$ cat config.mk
export PLATFORM = sky130hd
export DESIGN_NAME = mem_stage_ctrl
export DESIGN_NICKNAME = d
export VERILOG_FILES = /design/src/rtl/mem_stage_ctrl.sv
export SDC_FILE = /design/constraint.sdc
export NUM_CORES = 1
export LEC_CHECK = 0
export CAP_MARGIN = 20
export CORE_MARGIN = 2
export CORE_UTILIZATION = 30
export DETAILED_ROUTE_END_ITERATION = 8
export PLACE_DENSITY = 0.69
export SYNTH_ARGS = -nofsm -noshare
export SYNTH_HDL_FRONTEND = slang
export SYNTH_SLANG_ARGS = --single-unit
$ cat constraint.sdc
create_clock -name clk -period 1.9 [get_ports clk]
set_input_delay 0.19 -clock clk [delete_from_list [all_inputs] [get_ports clk]]
set_output_delay 0.19 -clock clk [all_outputs]
set_load 0.02 [all_outputs]
$ cat src/rtl/mem_stage_ctrl.sv
// mem_stage_ctrl: memory-stage controller for the 5-stage 16-bit CPU.
// Sits between the EX/MEM register and the data cache. It sequences
// load/store handshakes, produces every MEM/WB register input, stalls the
// upstream pipeline while a cache miss is outstanding and abandons an
// access after TIMEOUT wait cycles.
//
// Ports:
//   clk, rst            clock (rising edge), asynchronous active-high reset
//   ex_*                EX/MEM register outputs (valid, read, write, alu/addr,
//                       store data, rd address, WB control bits)
//   dc_req/we/addr/wdata  request to the data cache
//   dc_rdata, dc_ready  cache response (ready same cycle on a hit)
//   wb_*                MEM/WB register inputs (wb_we is always 1)
//   mem_stall           freezes PC, IF/ID, ID/EX and EX/MEM
//   err                 sticky watchdog timeout flag
//   miss_count          saturating count of WAIT entries
module mem_stage_ctrl #(
   parameter int TIMEOUT = 64
) (
   input  logic        clk,
   input  logic        rst,
   input  logic        ex_valid,
   input  logic        ex_mem_read,
   input  logic        ex_mem_write,
   input  logic [15:0] ex_alu,
   input  logic [15:0] ex_store_data,
   input  logic [3:0]  ex_rd_addr,
   input  logic [2:0]  ex_wb_signals,
   output logic        dc_req,
   output logic        dc_we,
   output logic [15:0] dc_addr,
   output logic [15:0] dc_wdata,
   input  logic [15:0] dc_rdata,
   input  logic        dc_ready,
   output logic [15:0] wb_alu,
   output logic [15:0] wb_data,
   output logic [3:0]  wb_rd_addr,
   output logic [2:0]  wb_signals,
   output logic        wb_we,
   output logic        mem_stall,
   output logic        err,
   output logic [15:0] miss_count
);

   localparam logic [7:0] TIMEOUT_CNT = 8'(TIMEOUT);

   typedef enum logic {IDLE, WAIT} state_t;

   state_t      state;
   logic        hold_we;
   logic [15:0] hold_addr;
   logic [15:0] hold_wdata;
   logic [3:0]  hold_rd;
   logic [2:0]  hold_wb;
   logic [7:0]  wait_cnt;

   logic mem_op;
   logic timeout;

   function automatic logic [15:0] sat_inc16(input logic [15:0] v);
      return (v == 16'hFFFF) ? v : v + 16'd1;
   endfunction

   assign mem_op  = ex_valid & (ex_mem_read | ex_mem_write);
   // Watchdog fires in the WAIT cycle whose count reached TIMEOUT without a response.
   assign timeout = (state == WAIT) && !dc_ready && (wait_cnt == TIMEOUT_CNT);

   always_ff @(posedge clk or posedge rst) begin
      if (rst) begin
         state      <= IDLE;
         hold_we    <= 1'b0;
         hold_addr  <= '0;
         hold_wdata <= '0;
         hold_rd    <= '0;
         hold_wb    <= '0;
         wait_cnt   <= '0;
         err        <= 1'b0;
         miss_count <= '0;
      end else begin
         case (state)
            IDLE: begin
               if (mem_op && !dc_ready) begin
                  // Miss: freeze the access so the request stays stable while upstream is stalled.
                  hold_we    <= ex_mem_write;
                  hold_addr  <= ex_alu;
                  hold_wdata <= ex_store_data;
                  hold_rd    <= ex_rd_addr;
                  hold_wb    <= ex_wb_signals;
                  wait_cnt   <= 8'd1;
                  miss_count <= sat_inc16(miss_count);
                  state      <= WAIT;
               end
            end
            WAIT: begin
               if (dc_ready) begin
                  state <= IDLE;
               end else if (wait_cnt == TIMEOUT_CNT) begin
                  err   <= 1'b1;
                  state <= IDLE;
               end else begin
                  wait_cnt <= wait_cnt + 8'd1;
               end
            end
            default: state <= IDLE;
         endcase
      end
   end

   always_comb begin
      dc_req     = 1'b0;
      dc_we      = 1'b0;
      dc_addr    = '0;
      dc_wdata   = '0;
      wb_alu     = ex_alu;
      wb_data    = '0;
      wb_rd_addr = ex_rd_addr;
      wb_signals = ex_valid ? ex_wb_signals : 3'b000;
      wb_we      = 1'b1;
      mem_stall  = 1'b0;
      case (state)
         IDLE: begin
            if (mem_op) begin
               dc_req   = 1'b1;
               dc_we    = ex_mem_write;
               dc_addr  = ex_alu;
               dc_wdata = ex_store_data;
               if (dc_ready) begin
                  wb_data = ex_mem_write ? 16'h0000 : dc_rdata;
               end else begin
                  wb_signals = 3'b000;
                  mem_stall  = 1'b1;
               end
            end
         end
         WAIT: begin
            wb_alu     = hold_addr;
            wb_rd_addr = hold_rd;
            wb_signals = 3'b000;
            if (!timeout) begin
               dc_req   = 1'b1;
               dc_we    = hold_we;
               dc_addr  = hold_addr;
               dc_wdata = hold_wdata;
               if (dc_ready) begin
                  wb_signals = hold_wb;
                  wb_data    = hold_we ? 16'h0000 : dc_rdata;
               end else begin
                  mem_stall = 1'b1;
               end
            end
         end
         default: ;
      endcase
   end

endmodule

Run 1, drive-strength map:
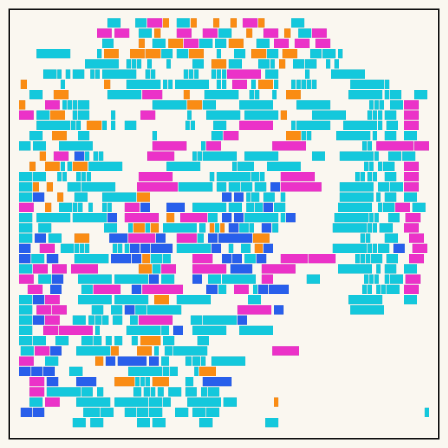
| colour | size | cells | most used |
|---|---|---|---|
| cyan | x1 and smaller | 382 | nand2_1 |
| magenta | x6 and larger | 81 | buf_6 |
| orange | x2 | 60 | mux2_2 |
| blue | x3 and x4 | 60 | buf_4 |
final worst slack: -0.296 ns
Final Cell Area: 6200 µm²
Signal buffers: 198
synthesis-to-finish area growth: 72.0%

Run 1, a small window of the routed layout:
Region (75, 75) to (95, 95) µm. Cells in grey, sequential cells in the stronger grey; small squares are vias.
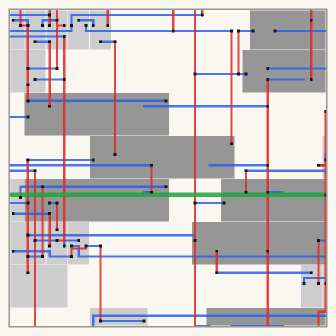
| colour | layer |
|---|---|
| green | M3 |
| blue | M1 |
| red | M2 |
sequential cells in the window: 7
cells with their middle in the window: 18
netlist names of flops here include: `hold_wdata` (4), `hold_addr` (2)
most frequent: nand2_1 (9), dfrtp_1 (7), mux2_2 (2)

Run 1, local utilization:
11 x 11 tiles, from white (low) to dark blue (high), 0 to 100% covered.
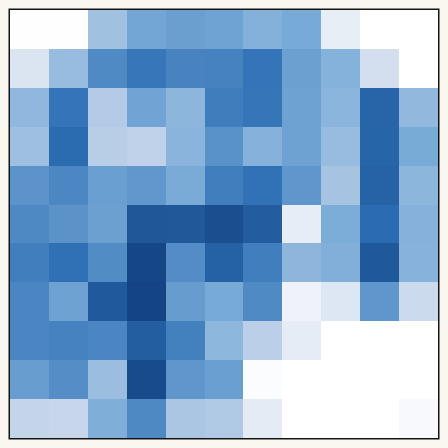
fullest tile: 92%
nearly empty tiles: 13%
emptiest ninth of the die: lower right
tiles over 75% full: 13%
final design utilization: 0.522
Core Density at Floorplan: 0.304
core area: 11900 µm²

Run 1, placement view:
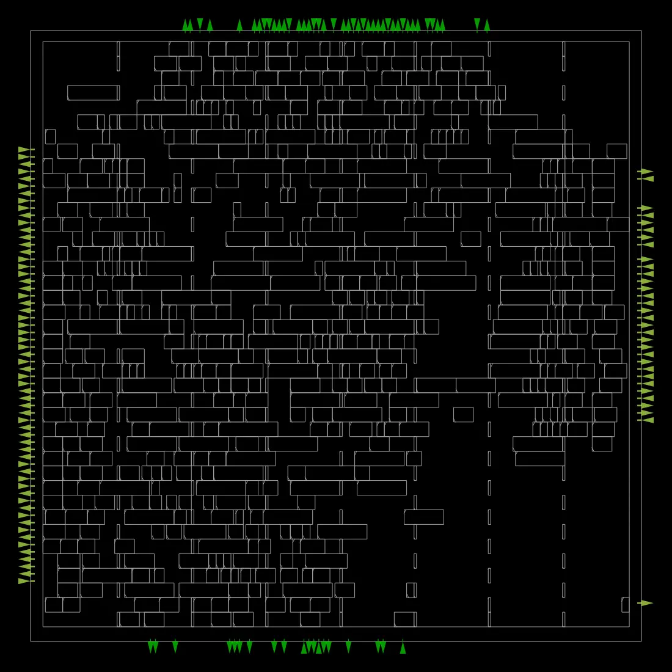
registers: 66
# Taps: 147

==> deck_impl_summary.md, run 1 <==
Key Metrics from the Run

Worst setup path
  • Crit path to: dc_req
  • R2R setup slack: 0.11 ns
  • Worst path arrival time: 2.01 ns
  • Slowest CP cell: dfrtp_1
  • Required @ worst endpoint: 1.71 ns
  • Cell count along the critical path: 8
  • CP max stage delay: 0.38 ns
  • Startpoint type of the worst setup path: register
  • Worst Reg-to-Reg Cells: 6
  • RR Startpoint: state$_DFF_PP0_
  • Crit. Startpoint: wait_cnt[0]$_DFFE_PP0P_
  • Crit path max-delay family: simple AND/OR/NAND/NOR gates
  • CP max FO: 8
  • Critical path class: reg2out

Global route
  • First-pass GRT wire length: 17.1 mm
  • Largest net degree at the start of global routing: 51
  • GRT Total Usage: 0.164
  • Initial antenna violation count: 0
  • Overflow after GRT: 0

Placed design
  • GP Congestion: 0.822
  • Placement Cell Area: 5550 µm²
  • Placed Cells: 701
  • Dpl ws: -0.380 ns
  • Port Buffers: 151

Floorplanning
  • Total I/O pin count: 153
  • Die X: 114 µm
  • # rows: 40
  • DIE AREA: 12900 µm²

Clocking
  • CTS tree: yes
  • Clock-pin slew on the worst setup and hold paths: 0.06 ns
  • Deepest clock path buffer count: 2
  • Late-Pin Clk Latency: 0.33 ns
  • Clk root buf: clkbuf_16
  • CTS H-tree lvls: 3
  • CTS sink cnt: 66

Route
  • # DRC: 0
  • Drt initial violations: 193
  • Via total after detailed routing: 3541
  • Average wire per standard cell: 15.3 µm
  • Post-DRT Antenna Nets: 0
  • DR pass1 iterations: 4

Timing
  • Max-slew violations: 0
  • Post-layout period usage: 1.16
  • Crit path time final: 2.20 ns
  • Clock skew: 0.00651 ns
  • Final worst slack: -0.296 ns
  • Final setup vio count: 42
  • Fin. Hold Viols: 0
  • Max Fclk: 455 MHz

Power and ir drop
  • LEAKAGE: 2.96 nW
  • Peak supply drop: 459 µV
  • Pwr Density: 924 nW/µm²

Layout
  • Ant diodes: 0
  • FILL cells: 1065
  • Fin cells: 730
  • Share of layout cells above drive strength 1: 0.345

Synthesis
  • Post-synth EDFFs: 0
  • Commonest flop: dfrtp_1
  • Synth Instances: 392
  • Synth flops: 66
  • Post-synth ARST share: 1.00
  • Syn Nets: 456
  • Seq share, synth: 0.458
  • Cell Area, Synth: 3600 µm²
  • Chip area in the Yosys report: 3600 µm²

Worst hold path
  • Hold Crit Class: in2async

Run status
  • Status: complete, but fails checks
  • Failing checks: negative setup slack

Flow run
  • Tool Warnings: 29
  • Max cap viols: 0
==> run 1: synth_stat cells, types with 2 or more instances <==
cell      instances  share of area
dfrtp_1          66           0.46
or2_2             5         0.0087
buf_2             9          0.013
ha_1              3          0.010
xnor2_1           3         0.0073
nor2_1            9         0.0094
nand3_1           6         0.0083
nand2_1         127           0.13
nor4b_1           2         0.0049
nor4_1            7          0.012
nor3_1            8          0.011
nand4_1           6          0.010
nand2b_1          3         0.0052
and2_1           16          0.028
and3_1            3         0.0052
a32o_1            3         0.0083
nor2b_1           2         0.0035
buf_1             2         0.0021
clkbuf_1         11          0.011
mux2_2           22          0.069
a22o_1           33          0.080
o21a_1            2         0.0042
inv_1             9         0.0094
a21oi_1           3         0.0042
xor2_1           16          0.039
==> run 1: power breakdown <==
part	internal (mW)	switching [mW]
registers	1.67	0.230
clock network	1.29	0.612
logic	1.00	0.925
==> run 1: what timing repair did <==
action                     CTS  global route
hold endpoints to repair     0             0
setup buffers                6             4
gates resized              287           135
pin swaps                    4            23
setup endpoints to repair   74            72
cloned                       1             4
==> run 1: area by class of cell <==
type,instances,area (µm²),share of cell area
Clock buffer,10,229,0.0370
Clock inverter,6,114,0.0184
Inverter,9,33.8,0.00545
Multi-Input combinational cell,294,1960,0.316
Sequential cell,66,1650,0.267
Tap cell,147,184,0.0297
Timing Repair Buffer,198,2020,0.327
==> run 1: cell families after synthesis <==
| kind of cell | count (synthesis) | synth area share |
|---|---|---|
| AOI/OAI and AO/OA | 44 | 0.103 |
| other | 1 | 0.00104 |
| and+or+nand+nor | 204 | 0.270 |
| buffers and inverters | 32 | 0.0375 |
| DFF | 66 | 0.458 |
| adders and majority gates | 3 | 0.0104 |
| xor gates and xnor gates | 19 | 0.0462 |
| muxes | 23 | 0.0729 |
==> run 1: routing by layer <==
layer / part of all wire / global-route usage / up-vias
met5: 0 / 0 / -
met4: 0.0084 / 0.0520 / 0
met3: 0.062 / 0.0489 / 10
met2: 0.52 / 0.283 / 133
met1: 0.41 / 0.198 / 1694
li1: - / - / 1704
==> run 1: layout by cell type (no fill, tap or decap), types with 5 or more instances in the layout <==
cell type	count
clkbuf_2	20
a22o_1	33
nand2_1	126
clkbuf_16	12
and2_4	16
nor2_1	8
nor4_1	5
nand4_1	6
clkdlybuf4s50_1	77
nand3_1	6
nor3_1	7
buf_6	53
mux2_2	22
dfrtp_1	66
buf_12	8
buf_4	30
inv_1	6
xor2_1	16
==> run 1: worst min-delay path, cell delays in order <==
cell and delay [ns]:
clkdlybuf4s50_1 0.41, inv_2 0.09, buf_12 0.25
==> run 1: per-stage QoR <==
stage	total power, mW	hold slack [ns]	TNS, ns
3_5_place_dp	3.69	0.462	-18.99
2_1_floorplan	2.80	0.295	0
3_3_place_gp	3.65	0.452	-18.25
5_1_grt	6.04	0.269	-13.77
4_1_cts	5.62	0.260	-10.40
6_report	5.72	0.244	-9.42
==> run 1: registers in the layout (all words and copies together) (netlist names) <==
name and flops:
hold_we 1, state 1, hold_wdata 16, miss_count 16, wait_cnt 8, hold_wb 3
hold_rd 4, err 1, hold_addr 16
==> run 2, diff against run 1 <==
CAP_MARGIN = unset   (was 20)
Run 2, a small window of the routed layout:
Region (75, 75) to (95, 95) µm. Cells in grey, sequential cells in the stronger grey; small squares are vias.
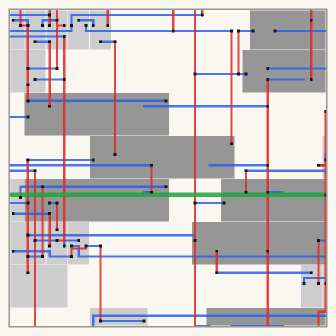

==> run 2 against run 1 <==
The flow still finishes with violations (negative setup slack). Die size is the same. First-iteration DRC count stayed put. Combinational power about the same. Synthesized cell count is the same. Clock-buffer cell count is the same. Clock power is essentially flat. Via count stayed put. Sequential power barely moved. Power unchanged. Worst hold slack did not move. Cell count did not move. Critical endpoint unchanged. Largest cell class unchanged.
==> deck_impl_summary.md, run 2 <==
Key Metrics from the Run

Run status
  • Status: complete, but fails checks (unchanged)
  • Failing checks: negative setup slack (unchanged)

Synthesis
  • Cell Area, Synth: 3600 µm² (unchanged)
  • Seq share, synth: 0.458 (unchanged)
  • Top post-synthesis cells by count: nand2_1 (127), dfrtp_1 (66), a22o_1 (33) (unchanged)
  • Synth area leader: dfrtp_1 (unchanged)
  • Commonest flop: dfrtp_1 (unchanged)
  • Post-synth ARST share: 1.00 (unchanged)
  • Top-count cell post-synth: nand2_1 (unchanged)
  • Post-synth EDFFs: 0 (unchanged)
  • Post-synth area hogs: dfrtp_1 (46%), nand2_1 (13%), a22o_1 (8.0%), mux2_2 (6.9%), xor2_1 (3.9%) (unchanged)
  • Syn Nets: 456 (unchanged)
  • Yosys top cell area share: 0.458 (unchanged)
  • Synth flops: 66 (unchanged)
  • Synth Instances: 392 (unchanged)

Global route
  • Overflow after GRT: 0 (unchanged)
  • Largest net degree at the start of global routing: 51 (unchanged)
  • Layer carrying the most global-route usage: met2 (unchanged)
  • Met2 Usage GRT: 0.283 (unchanged)
  • GRT Total Usage: 0.164 (unchanged)
  • Met3 Resource Use GR: 0.0489 (unchanged)
  • Initial antenna violation count: 0 (unchanged)
  • Met1 usage: 0.198 (unchanged)
  • First-pass GRT wire length: 17.1 mm (unchanged)

Timing
  • Clock skew: 0.00651 ns (unchanged)
  • Max Fclk: 455 MHz (unchanged)
  • Fin. Hold Viols: 0 (unchanged)
  • Post-layout period usage: 1.16 (unchanged)
  • Final worst slack: -0.296 ns (unchanged)
  • WHS: 0.244 ns (unchanged)
  • Final setup vio count: 42 (unchanged)
  • Max-slew violations: 0 (unchanged)

Worst setup path
  • Worst path arrival time: 2.01 ns (about the same)
  • CP max stage delay: 0.38 ns (about the same)
  • RR Startpoint: state$_DFF_PP0_ (unchanged)
  • Crit path max-delay family: simple AND/OR/NAND/NOR gates (unchanged)
  • Critical path class: reg2out (unchanged)
  • R2R setup slack: 0.11 ns (about the same)
  • Startpoint type of the worst setup path: register (unchanged)
  • Required @ worst endpoint: 1.71 ns (about the same)
  • Worst Reg-to-Reg Cells: 6 (unchanged)
  • CP max FO: 8 (unchanged)
  • Critical Path End Type: output pin (unchanged)

Floorplanning
  • Core area: 11900 µm² (unchanged)
  • DIE AREA: 12900 µm² (unchanged)
  • Core Density at Floorplan: 0.304 (unchanged)
  • # rows: 40 (unchanged)

Clocking
  • Late-Pin Clk Latency: 0.33 ns (about the same)
  • Clock-pin slew on the worst setup and hold paths: 0.06 ns (about the same)
  • CTS H-tree lvls: 3 (unchanged)
  • Deepest clock path buffer count: 2 (unchanged)
  • CTS sink cnt: 66 (unchanged)
  • Clk root buf: clkbuf_16 (unchanged)

Layout
  • Register area: 1650 µm² (unchanged)
  • Final Cell Area: 6200 µm² (unchanged)
  • Most numerous logic cell after layout: nand2_1 (unchanged)
  • Largest regs: hold_addr (16), hold_wdata (16), miss_count (16) (unchanged)
  • Synthesis-to-finish area growth: 72.0% (unchanged)
  • Share of layout cells above drive strength 1: 0.345 (unchanged)
  • FILL cells: 1065 (unchanged)

Power and ir drop
  • Pwr Density: 924 nW/µm² (unchanged)
  • Peak supply drop: 459 µV (unchanged)
  • LEAKAGE: 2.96 nW (unchanged)

Route
  • Post-DRT Antenna Nets: 0 (unchanged)
  • Drt initial violations: 193 (unchanged)
  • DR pass1 iterations: 4 (unchanged)
  • # DRC: 0 (unchanged)
  • Average wire per standard cell: 15.3 µm (unchanged)
  • Via total after detailed routing: 3541 (unchanged)

Placed design
  • Dpl ws: -0.380 ns (unchanged)
  • Placement Cell Area: 5550 µm² (unchanged)

Flow run
  • Tool Warnings: 29 (unchanged)
  • Max cap viols: 0 (unchanged)

Worst hold path
  • Hold Crit Class: in2async (unchanged)
Run 2, pin placement:
Scale bar: 20 µm. Pins as bars across the die edge, other pins in grey.
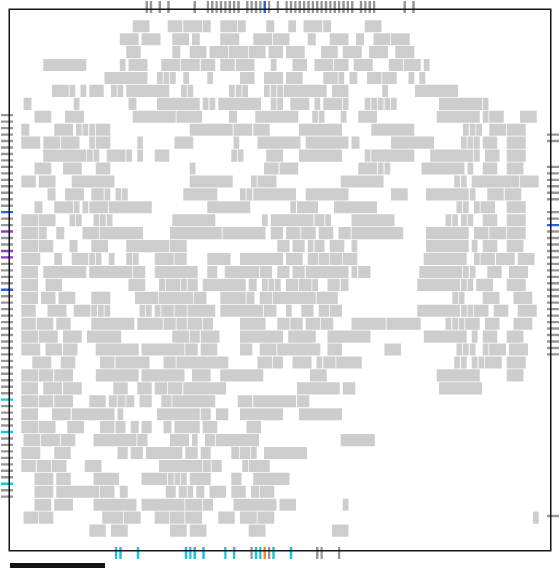
| colour | port | pins | direction | edge |
|---|---|---|---|---|
| blue | `ex_rd_addr` | 4 | input | 2 left, 1 right, 1 top |
| purple | `wb_signals` | 3 | output | left |
| orange | `ex_valid` | 1 | input | bottom |
| cyan | `miss_count` | 16 | output | 13 bottom, 3 left |
all pins by edge: 60 left, 42 top, 32 right, 19 bottom
Port Buffers: 151
die height: 114 µm
Die X: 114 µm

-- run 2: cell counts in the layout (fill, tap and decap cells not counted) --
Identical to the previous run, type by type.
-- run 2: how the worst max path moves through the flow --
stage / start / end / cells past startpoint
after CTS: wait_cnt[0]$_DFFE_PP0P_ / dc_addr[12] / 8
after global routing: wait_cnt[0]$_DFFE_PP0P_ / dc_req / 8
after global placement: wait_cnt[1]$_DFFE_PP0P_ / dc_req / 8
after detailed placement: ex_mem_write / wb_data[14] / 7
after floorplan: wait_cnt[0]$_DFFE_PP0P_ / dc_addr[0] / 8
final: wait_cnt[0]$_DFFE_PP0P_ / dc_req / 8
-- run 2: logic make-up (layout without fill, tap and decap cells) --
group / Yosys count / count (layout) / synth area share
buffers and inverters: 32 / 223 / 0.0375
multiplexers: 23 / 23 / 0.0729
AND/OR/NAND/NOR: 204 / 204 / 0.270
XOR/XNOR: 19 / 19 / 0.0462
other: 1 / 1 / 0.00104
flip-flops: 66 / 66 / 0.458
adder cells (fa/ha/maj): 3 / 3 / 0.0104
AND-OR/OR-AND: 44 / 44 / 0.103
-- run 2: area by class of cell --
class                      instances  area share
clock buffer                      10      0.0370
inverter                           9     0.00545
timing repair buffer             198       0.327
tap                              147      0.0297
multi-input combinational        294       0.316
clock inverter                     6      0.0184
sequential                        66       0.267
-- run 2: worst reg2reg max path: cells and delay by family, from the launching register on --
family	cells	cell delay [ns]
flops	1	0.40
mux	1	0.37
buf+inv	2	0.28
simple gates	3	0.63
-- run 2: report_power, final --
group	leakage, nW	switching (mW)	internal (mW)
registers	0.834	0.230	1.67
clock network	0.159	0.612	1.29
logic	1.97	0.925	1.00
total	2.96	1.77	3.96
-- run 2: repair_timing --
action                     4_1_cts  5_1_grt
pin swaps                        4       23
gates cloned                     1        4
setup endpoints to repair       74       72
buffers inserted                 6        4
gates resized                  287      135
hold endpoints to repair         0        0
-- run 2: per-stage QoR --
step	cells	setup TNS (ns)	util
4_1_cts	724	-10.40	0.494
2_1_floorplan	392	0	-
5_1_grt	730	-13.77	0.522
3_3_place_gp	701	-18.25	0.468
6_report	730	-9.42	0.522
3_5_place_dp	701	-18.99	0.468
-- run 2: per-layer routing --
layer  share of wire  routed length (µm)
met1            0.41                4590
met2            0.52                5770
met3           0.062                 691
met4          0.0084                  94
met5               0                   0
==> run 3, diff against run 2 <==
CORE_UTILIZATION = 39   (was 30)
PLACE_DENSITY = 0.84   (was 0.69)
Run 3, drive-strength map:
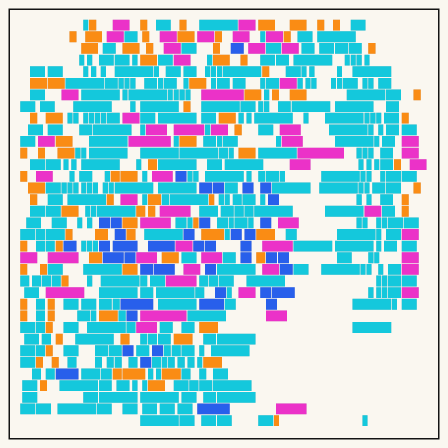
| colour | size | cells | most used |
|---|---|---|---|
| magenta | x6 and larger | 53 | buf_6 |
| blue | x3 and x4 | 43 | buf_4 |
| orange | x2 | 93 | buf_2 |
| cyan | x1 and smaller | 389 | nand2_1 |
Signal buffers: 193
final worst slack: -0.336 ns

==> run 3 against run 2 <==
The run still ends with negative setup slack left. Area after synthesis unchanged. Global-route usage increased by 5.4 points. Synthesized cell count unchanged. Clock-buffer cell count unchanged. Cell count decreased by 5.6%. Clock skew increased by 0.0044 ns. Final area decreased by 6.6%.
==> deck_impl_summary.md, run 3 <==
Key Metrics from the Run

Timing
  • Max Fclk: 447 MHz (was 455 MHz)
  • Fin. Hold Viols: 0 (unchanged)
  • Max-slew violations: 0 (unchanged)
  • Clock skew: 0.0109 ns (was 0.00651 ns)
  • WHS: 0.223 ns (was 0.244 ns)
  • Final setup vio count: 51 (was 42)
  • Final worst slack: -0.336 ns (was -0.296 ns)
  • Crit path time final: 2.24 ns (was 2.20 ns)

Global route
  • Initial antenna violation count: 0 (unchanged)
  • First-pass GRT wire length: 17.4 mm (was 17.1 mm)
  • GRT Total Usage: 0.218 (was 0.164)
  • Largest net degree at the start of global routing: 67 (was 51)

Flow run
  • Tool Warnings: 29 (unchanged)
  • Max cap viols: 0 (unchanged)

Layout
  • Fin cells: 689 (was 730)
  • Largest regs: hold_addr (16), hold_wdata (16), miss_count (16) (unchanged)
  • Most frequent cells in the layout: nand2_1 (126), clkdlybuf4s50_1 (76), dfrtp_1 (66) (was nand2_1 (126), clkdlybuf4s50_1 (77), dfrtp_1 (66))
  • Ant diodes: 0 (unchanged)
  • Share of layout cells above drive strength 1: 0.327 (was 0.345)
  • Synthesis-to-finish area growth: 60.6% (was 72.0%)

Power and ir drop
  • Pwr Density: 873 nW/µm² (was 924 nW/µm²)
  • Peak supply drop: 420 µV (was 459 µV)
  • LEAKAGE: 2.84 nW (was 2.96 nW)

Route
  • Drt initial violations: 150 (was 193)
  • DR pass1 iterations: 5 (was 4)
  • # DRC: 0 (unchanged)
  • Average wire per standard cell: 15.9 µm (was 15.3 µm)

Clocking
  • Late-Pin Clk Latency: 0.34 ns (was 0.33 ns)
  • Deepest clock path buffer count: 2 (unchanged)
  • CTS sink cnt: 66 (unchanged)

Synthesis
  • Seq share, synth: 0.458 (unchanged)
  • Simple-Gate Area Share: 0.270 (unchanged)
  • Synth Instances: 392 (unchanged)
  • Post-synth ARST share: 1.00 (unchanged)
  • Chip area in the Yosys report: 3600 µm² (unchanged)
  • Post-synth EDFFs: 0 (unchanged)
  • Mux cell area share: 0.0729 (unchanged)
  • Yosys top cell area share: 0.458 (unchanged)
  • Fa+ha+maj area frac: 0.0104 (unchanged)
  • Yosys xor share: 0.0462 (unchanged)
  • Synth area leader: dfrtp_1 (unchanged)
  • Yosys aoi share: 0.103 (unchanged)
  • Top post-synthesis cells by count: nand2_1 (127), dfrtp_1 (66), a22o_1 (33) (unchanged)
  • Post-synth area hogs: dfrtp_1 (46%), nand2_1 (13%), a22o_1 (8.0%), mux2_2 (6.9%), xor2_1 (3.9%) (unchanged)

Worst setup path
  • Startpoint type of the worst setup path: register (unchanged)
  • Worst path arrival time: 2.05 ns (was 2.01 ns)
  • Cell count along the critical path: 8 (unchanged)
  • Crit. Startpoint: wait_cnt[0]$_DFFE_PP0P_ (unchanged)
  • R2R setup slack: 0.07 ns (was 0.11 ns)
  • Critical Path End Type: output pin (unchanged)
  • Crit path to: dc_req (unchanged)
  • Critical path class: reg2out (unchanged)
  • Crit path max-delay family: simple AND/OR/NAND/NOR gates (unchanged)

Run status
  • Failing checks: negative setup slack (unchanged)
  • Status: complete, but fails checks (unchanged)

Worst hold path
  • Hold Crit Class: in2reg (was in2async)

Floorplanning
  • Total I/O pin count: 153 (unchanged)
  • Core area: 9110 µm² (was 11900 µm²)

Placed design
  • Placed Cells: 663 (was 701)
Run 3, pin placement:
Scale bar: 20 µm. Pins as bars across the die edge, other pins in grey.
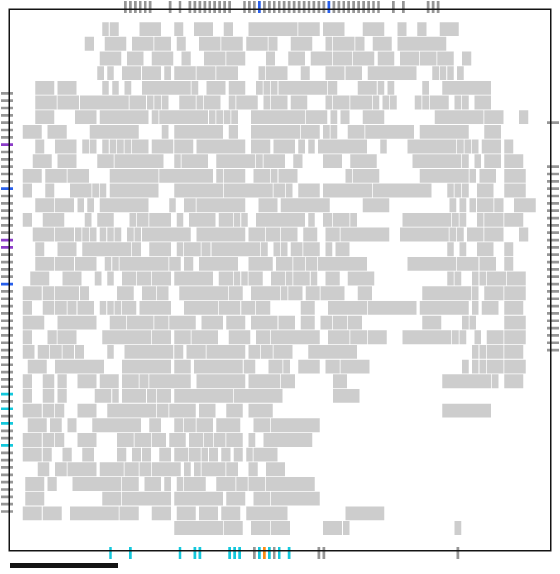
| colour | port | pins | direction | edge |
|---|---|---|---|---|
| orange | `ex_valid` | 1 | input | bottom |
| cyan | `miss_count` | 16 | output | 12 bottom, 4 left |
| blue | `ex_rd_addr` | 4 | input | 2 left, 2 top |
| purple | `wb_signals` | 3 | output | left |
Die X: 100 µm
die height: 100 µm

## run 3: tightest hold or removal path, cell delays in order
cell	delay, ns
dlymetal6s2s_1	0.20
nand2_1	0.08
nand2_1	0.05
## run 3: logic make-up (layout without fill, tap and decap cells)
kind of cell               after synthesis  count (layout)
xor gates and xnor gates                19              19
DFF                                     66              66
AOI/OAI and AO/OA                       44              44
buffers and inverters                   32             218
other                                    1               1
adders and majority gates                3               3
and+or+nand+nor                        204             204
muxes                                   23              23
## run 3: cell type report
cell class,count,area (µm²)
clock buffer,10,138
clock inverter,6,90.1
fill,739,3320
inverter,9,33.8
multi-input combinational,294,1930
sequential,66,1650
tap,111,139
timing repair buffer,193,1800
## run 3: report_power, final
part,switching [mW],internal [mW]
sequential,0.227,1.67
clock,0.548,0.776
combinational,0.922,0.909
## run 3: repair_timing
item                       4_1_cts  5_1_grt
pin swaps                        6        5
cloned                           3        1
setup endpoints to repair       75       71
hold buffers                     0        0
resized                        305       60
buffers inserted                 2        4
## run 3: how the worst min path moves through the flow
stage                                 endpoint                        from
floorplan             hold_addr[0]$_DFFE_PP0P_                   ex_alu[0]
global placement        hold_rd[3]$_DFFE_PP0P_      hold_rd[3]$_DFFE_PP0P_
detailed placement  hold_wdata[12]$_DFFE_PP0P_  hold_wdata[12]$_DFFE_PP0P_
CTS                  hold_wdata[6]$_DFFE_PP0P_                         rst
global route               hold_we$_DFFE_PP0P_                ex_mem_write
finish                     hold_we$_DFFE_PP0P_                ex_mem_write
## run 3: through the flow
step	power, mW	setup TNS [ns]	utilization
finish	5.05	-11.83	0.635
global placement	3.63	-16.69	0.600
detailed placement	3.69	-19.94	0.600
global route	5.32	-15.37	0.635
CTS	5.04	-13.01	0.629
floorplan	2.80	0	-
## run 3: layer usage
metal  up-vias  share of wire  GRT usage
met5         -              0          0
met4         0          0.024     0.0864
met3        20          0.061     0.0432
met2       147           0.53      0.384
met1      1701           0.39      0.262
li1       1698              -          -
Power and IR drop assume default switching activity.
